Metal 1:
Drawn at 1 px/um.
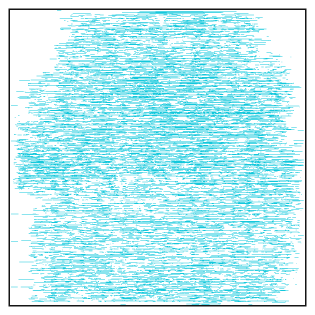
Where the registers sit:
Drawn at 1.5 px/um. Other sequential cells in the stronger gray, the rest of the logic in the fainter gray.
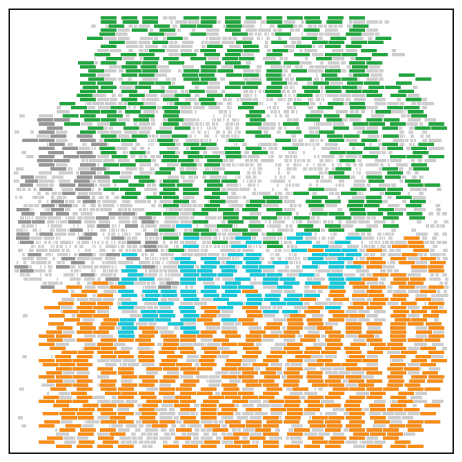
A small window of the routed layout:
Region (209, 209) to (234, 234) um. Cells in gray, sequential cells in the stronger gray; small squares are vias.
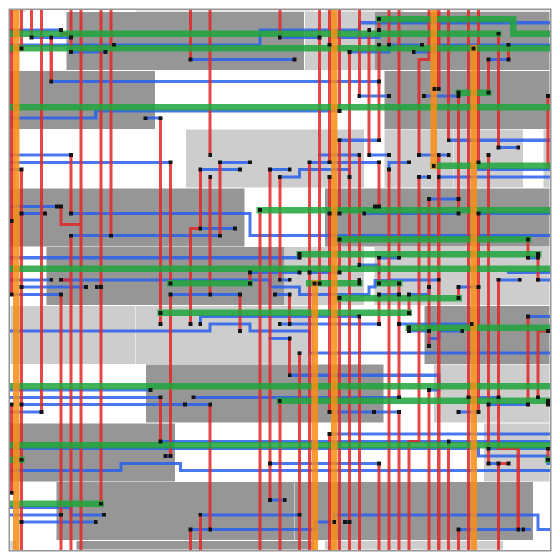
Routing congestion map:
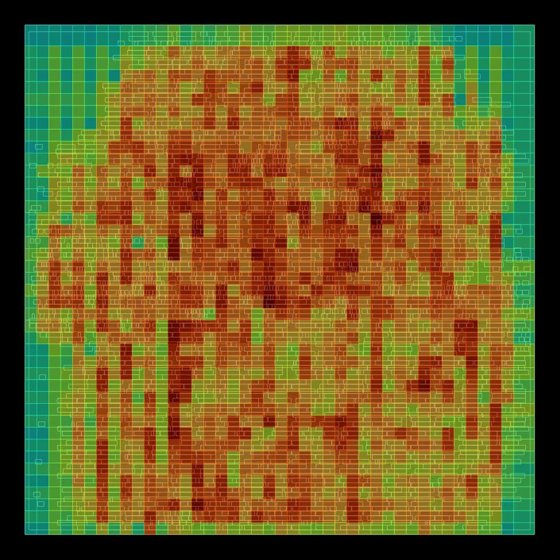
**src/rtl/btb_param.sv**
```systemverilog
// Direct-mapped branch target buffer with 2-bit direction counters and a
// circular return-address stack; lookup is combinational, updates land on the clock edge.
module btb_param #(
    parameter int ENTRIES   = 16,
    parameter int ADDR_W    = 32,
    parameter int RAS_DEPTH = 4
) (
    input  logic              clk,
    input  logic              rst,
    input  logic [ADDR_W-1:0] pc,
    output logic              predict_valid,
    output logic              predict_taken,
    output logic [ADDR_W-1:0] predict_target,
    output logic              predict_is_ret,
    input  logic              update_en,
    input  logic [ADDR_W-1:0] update_pc,
    input  logic              actual_taken,
    input  logic [ADDR_W-1:0] update_target,
    input  logic [1:0]        update_type,
    output logic              ras_empty
);
    localparam int IDX_W = $clog2(ENTRIES);
    localparam int TAG_W = ADDR_W - IDX_W - 2;
    localparam int PTR_W = (RAS_DEPTH > 1) ? $clog2(RAS_DEPTH) : 1;
    localparam int CNT_W = $clog2(RAS_DEPTH + 1);

    localparam logic [1:0] T_BRANCH = 2'b00;
    localparam logic [1:0] T_CALL   = 2'b10;
    localparam logic [1:0] T_RET    = 2'b11;

    localparam logic [PTR_W-1:0] PTR_LAST = PTR_W'(RAS_DEPTH - 1);
    localparam logic [CNT_W-1:0] CNT_FULL = CNT_W'(RAS_DEPTH);

    logic              valid_q  [ENTRIES];
    logic [TAG_W-1:0]  tag_q    [ENTRIES];
    logic [ADDR_W-1:0] target_q [ENTRIES];
    logic [1:0]        ctr_q    [ENTRIES];
    logic [1:0]        type_q   [ENTRIES];

    logic [ADDR_W-1:0] ras_q [RAS_DEPTH];
    logic [PTR_W-1:0]  ptr_q, ptr_d, top_idx;
    logic [CNT_W-1:0]  cnt_q, cnt_d;

    // Low PC bits are always zero for aligned instructions.
    logic unused_bits;
    assign unused_bits = ^{pc[1:0], update_pc[1:0]};

    // ---------------- lookup ----------------
    logic [IDX_W-1:0] lk_idx;
    logic [TAG_W-1:0] lk_tag;
    logic [ADDR_W-1:0] ras_top;

    assign lk_idx    = pc[IDX_W+1:2];
    assign lk_tag    = pc[ADDR_W-1:IDX_W+2];
    assign top_idx   = (ptr_q == '0) ? PTR_LAST : ptr_q - PTR_W'(1);
    assign ras_top   = ras_q[top_idx];
    assign ras_empty = (cnt_q == '0);

    always_comb begin
        predict_valid  = valid_q[lk_idx] && (tag_q[lk_idx] == lk_tag);
        predict_taken  = predict_valid && ((type_q[lk_idx] != T_BRANCH) || ctr_q[lk_idx][1]);
        predict_is_ret = predict_valid && (type_q[lk_idx] == T_RET);
        if (predict_is_ret && !ras_empty)
            predict_target = ras_top;
        else if (predict_taken)
            predict_target = target_q[lk_idx];
        else
            predict_target = pc + ADDR_W'(4);
    end

    // ---------------- table update ----------------
    logic [IDX_W-1:0] u_idx;
    logic [TAG_W-1:0] u_tag;
    logic             u_hit, u_alloc, u_write;
    logic [1:0]       ctr_cur, ctr_hit_d;

    always_comb begin
        u_idx     = update_pc[IDX_W+1:2];
        u_tag     = update_pc[ADDR_W-1:IDX_W+2];
        u_hit     = valid_q[u_idx] && (tag_q[u_idx] == u_tag);
        u_alloc   = !u_hit && (actual_taken || (update_type != T_BRANCH));
        u_write   = rst && update_en && (u_hit || u_alloc);
        ctr_cur   = ctr_q[u_idx];
        if (actual_taken)
            ctr_hit_d = (ctr_cur == 2'b11) ? ctr_cur : ctr_cur + 2'b01;
        else
            ctr_hit_d = (ctr_cur == 2'b00) ? ctr_cur : ctr_cur - 2'b01;
    end

    for (genvar gi = 0; gi < ENTRIES; gi++) begin : g_entry
        logic sel;
        assign sel = u_write && (u_idx == IDX_W'(gi));

        always_ff @(posedge clk or negedge rst) begin
            if (!rst) begin
                valid_q[gi] <= 1'b0;
                ctr_q[gi]   <= 2'b01;
            end else if (sel) begin
                valid_q[gi] <= 1'b1;
                ctr_q[gi]   <= u_hit ? ctr_hit_d : 2'b10;
            end
        end

        // Payload needs no reset: it is only observed through a set valid bit.
        always_ff @(posedge clk) begin
            if (sel) begin
                tag_q[gi]  <= u_tag;
                type_q[gi] <= update_type;
                if (u_alloc || actual_taken)
                    target_q[gi] <= update_target;
            end
        end
    end

    // ---------------- return-address stack ----------------
    logic push, pop;
    assign push = rst && update_en && (update_type == T_CALL);
    assign pop  = rst && update_en && (update_type == T_RET) && !ras_empty;

    always_comb begin
        ptr_d = ptr_q;
        cnt_d = cnt_q;
        if (push) begin
            ptr_d = (ptr_q == PTR_LAST) ? '0 : ptr_q + PTR_W'(1);
            cnt_d = (cnt_q == CNT_FULL) ? cnt_q : cnt_q + CNT_W'(1);
        end else if (pop) begin
            ptr_d = top_idx;
            cnt_d = cnt_q - CNT_W'(1);
        end
    end

    always_ff @(posedge clk or negedge rst) begin
        if (!rst) begin
            ptr_q <= '0;
            cnt_q <= '0;
        end else begin
            ptr_q <= ptr_d;
            cnt_q <= cnt_d;
        end
    end

    // Writing at the pointer when full naturally overwrites the oldest slot.
    for (genvar gi = 0; gi < RAS_DEPTH; gi++) begin : g_ras
        always_ff @(posedge clk) begin
            if (push && (ptr_q == PTR_W'(gi)))
                ras_q[gi] <= update_pc + ADDR_W'(4);
        end
    end
endmodule

```
**config.mk**
```make
export PLATFORM = sky130hd
export DESIGN_NAME = btb_param
export DESIGN_NICKNAME = d
export VERILOG_FILES = /design/src/rtl/btb_param.sv
export SDC_FILE = /design/constraint.sdc
export NUM_CORES = 1
export LEC_CHECK = 0
export CAP_MARGIN = 40
export CORE_MARGIN = 2
export CORE_UTILIZATION = 60
export DETAILED_ROUTE_END_ITERATION = 16
export PLACE_DENSITY = 0.78
export SLEW_MARGIN = 15
export SYNTH_ARGS = -nofsm -noshare
export SYNTH_HDL_FRONTEND = slang
export SYNTH_SLANG_ARGS = --single-unit
```
**constraint.sdc**
```tcl
create_clock -name clk -period 12 [get_ports clk]
set_input_delay 3 -clock clk [delete_from_list [all_inputs] [get_ports clk]]
set_output_delay 3 -clock clk [all_outputs]
set_load 0.05 [all_outputs]
```
==> results.sh <==
# implementation run metrics
export IMPL_outcome="complete, no violations"
export IMPL_pin_count=138
export IMPL_hold_violations=0
export IMPL_fin_skew_ns=0.0485
export IMPL_syn_inst=2669
export IMPL_maxCapViolations=0
export IMPL_startpoint_type="primary input"
export IMPL_fmax_mhz=87.8
export IMPL_area_leaders="edfxtp_1 (64%), mux4_2 (18%), mux2i_1 (2.4%)"
export IMPL_whs_path_depth=1
export IMPL_synth_top_area_share_pct=64.3
export IMPL_common_cells="edfxtp_1 (1,088), mux4_2 (398), mux2i_1 (122)"
export IMPL_rsz0062_at_grt="no"
export IMPL_wl_per_cell_um=35.8
export IMPL_grt_pass1_wl_um=210000
export IMPL_portBuffers=137
export IMPL_clockRootBuffer="clkbuf_16"
export IMPL_vias_per_cell=7.17
export IMPL_finalClockPeriodUsage_pct=94.9
export IMPL_fin_crit_ns=11.39
export IMPL_core_area_um2=83700
export IMPL_drv_slew=0
export IMPL_ys_warn_count=0
export IMPL_num_rows=106
export IMPL_rrSetupSlack_ns=6.68
export IMPL_yosysCellCount=2669
export IMPL_synth_main_ff_cell="edfxtp_1"
export IMPL_ys_seq_share_pct=67.0
export IMPL_yosysTopAreaCell="edfxtp_1"
export IMPL_routed_via_count=29500
export IMPL_critPathRequiredTime_ns=9.00
export IMPL_tightestPinTransition_ns=0.960
export IMPL_edf_count=1088
export IMPL_cp_max_fo=90
export IMPL_cts_setup_buffers=0
export IMPL_warnings=33
export IMPL_slew_headroom_pct=35.8
export IMPL_r2r_end="tag_q[13][22]$_DFFE_PP_"
export IMPL_drive_gt1_share_pct=28.6
export IMPL_r2r_start="tag_q[7][9]$_DFFE_PP_"
export IMPL_area_delta_synth_final_pct=14.3
export IMPL_powerDensity_nw_per_um2=157
export IMPL_grt_max_degree=91
export IMPL_numSynthFlops=1141
export IMPL_hpwl_um=89500
export IMPL_cts_repair_resized=0
export IMPL_clk_pin_slew_worst_paths_ns=0.06
export IMPL_avgSynthCellArea_um2=19.0
export IMPL_endpoint_kind="primary output"
export IMPL_ys_types=74
export IMPL_critPathLaunch="pc[3]"
export IMPL_tns_ns=0
export IMPL_min_path_type="reg2reg"
export IMPL_cts_max_path_buffers=3
export IMPL_yosysMostFrequentCell="edfxtp_1"
export IMPL_cts_made_buffers=112
export IMPL_min_delay_start="valid_q[1]$_DFFE_PN0P_"
export IMPL_hold_end="valid_q[1]$_DFFE_PN0P_"
export IMPL_cts_tree="built"
export IMPL_chipArea_um2=87000
export IMPL_postLayoutCellArea_um2=58000
export IMPL_post_route_drc_count=0
export IMPL_clock_latency_ns=0.72
export IMPL_clock_sinks=1141
export IMPL_ant_nets=0
export IMPL_fin_nets=2986
export IMPL_place_area_um2=54300
export IMPL_rr_worst_depth=11
export IMPL_p_leak_nw=18.8
export IMPL_netlist_area_um2=50800
export IMPL_antenna_found_initial=13
export IMPL_ir_drop_uv=128
export IMPL_first_iter_violations=4609
export IMPL_die_h_um=295
export IMPL_gr_usage_all_layers_pct=34.3
export IMPL_htreeDepth=3
export IMPL_yosys_area_um2=50800
export IMPL_grt_overflow_total=0
export IMPL_die_width_um=295
export IMPL_critPathKind="in2out"
export IMPL_cts_hold_buf=0
export IMPL_synthesis_nets=2781
export IMPL_n_fill_cell=4976
export IMPL_fp_utilization_pct=60.7
export IMPL_gpl_final_weighted_congestion=1.01
export IMPL_cp_arrival_ns=8.39
export IMPL_first_global_vias=29600
export IMPL_synth_async_reset_ratio_pct=4.65
export IMPL_wirelength_um=147000
export IMPL_drt_first_pass_iters=6
export IMPL_setup_viol=0
About 'metal 1':
- nets with wire on the layer: 2,841
- main direction: horizontal
- wire length on this layer: 52.7 mm
- longest straight run: 97.1 um
- share of all routed wire: 36%

About 'where the registers sit':
- orange: target_q (placed flops 512)
- green: tag_q (placed flops 416)
- cyan: ras_q (placed flops 128; where middle)
- not colored: 85

About 'a small window of the routed layout':
- red: metal 2
- blue: metal 1
- orange: metal 4
- green: metal 3
- most frequent: edfxtp_1 (12), mux4_2 (4)
- sequential cells in the window: 12
- cells with their middle in the window: 22
- netlist names of flops here include: tag_q (12)

About 'routing congestion map':
met2 GRT Util: 52.4%
GRT met3 Usage: 9.07%

[metrics by stage]
| stage | hold slack [ns] | power [mW] | setup WS, ns | util, % | std cells |
|---|---|---|---|---|---|
| final | 0.502 | 9.13 | 0.612 | 69.4 | 4113 |
| after global routing | 0.516 | 9.34 | 0.539 | 69.3 | 4108 |
| after CTS | 0.503 | 9.13 | 0.835 | 69.3 | 4100 |
| after detailed placement | 0.486 | 5.64 | 0.858 | 64.8 | 3890 |
| after global placement | 0.476 | 5.59 | 0.848 | 64.4 | 3874 |
| after floorplan | 0.455 | 5.21 | 1.75 | - | 2669 |
[worst max-delay path by stage]
stage,end,slack [ns]
after floorplan,predict_is_ret,1.75
after global placement,predict_target[13],0.85
after detailed placement,predict_target[0],0.86
after CTS,predict_target[0],0.83
after global routing,predict_target[13],0.54
final,predict_target[0],0.61
[logic make-up (layout without fill, tap and decap cells)]
logic type / after synthesis / count (layout) / synth area share (%)
flip-flops: 1141 / 1141 / 67.0
multiplexers: 599 / 599 / 21.8
AND/OR/NAND/NOR: 361 / 361 / 3.60
AND-OR/OR-AND: 223 / 223 / 3.36
buffers and inverters: 214 / 515 / 1.92
XOR/XNOR: 119 / 119 / 2.05
adder cells (fa/ha/maj): 12 / 12 / 0.301
other: 0 / 9 / 0
[sequential cells by signal (all words and copies together), names as in the netlist]
signal    count
target_q    512
ctr_q        32
type_q       32
valid_q      16
ptr_q         2
tag_q       416
ras_q       128
cnt_q         3
[layout make-up]
class | instances | area [um2] | area share [%]
repair buffers | 253 | 2490 | 4.30
diodes | 9 | 22.5 | 0.0388
inverters | 52 | 198 | 0.341
multi-input cells | 1314 | 16200 | 27.9
clock buffers | 134 | 2930 | 5.04
clock inverters | 76 | 779 | 1.34
flip-flops and latches | 1141 | 34000 | 58.6
well taps | 1134 | 1420 | 2.44
[report_power, final]
part           internal [mW]  switching, mW  leakage (nW)
clock network           2.01           1.54          1.80
logic                  0.451          0.640          6.60
registers               4.45         0.0477          10.4
total                   6.91           2.23          18.8
[metal layers]
metal	global-route usage [%]	vias up	wire length [um]
met5	0	-	63
met1	47.4	15300	52700
li1	-	11500	-
met4	14.7	10	6710
met3	9.07	403	18300
met2	52.4	2281	69400
[critical path, cell delays in order]
cell	delay [ns]
buf_8	0.62
mux4_2	0.60
mux2i_1	0.24
mux2i_1	0.23
xor2_1	0.20
a2111oi_0	0.67
nand4_1	0.33
nor3_1	0.67
nand4_1	0.25
buf_4	0.33
mux2_2	0.31
clkdlybuf4s50_1	0.82
[placed cells by master (no fill, tap or decap), types with 19 or more instances in the layout]
cell / instances
o21ai_0: 31
clkinv_2: 24
a21oi_1: 21
edfxtp_1: 1088
nand3_1: 40
dfrtp_1: 37
mux4_2: 398
xor2_1: 28
nor2_1: 58
clkbuf_16: 114
xnor2_1: 91
buf_4: 113
clkinv_1: 23
inv_1: 50
clkdlybuf4s50_1: 112
mux2i_1: 122
mux2_2: 73
a22oi_1: 22
clkbuf_1: 20
nand2_1: 99
nor3_1: 19
and2_1: 40
Power is estimated from default activity; no workload was simulated.
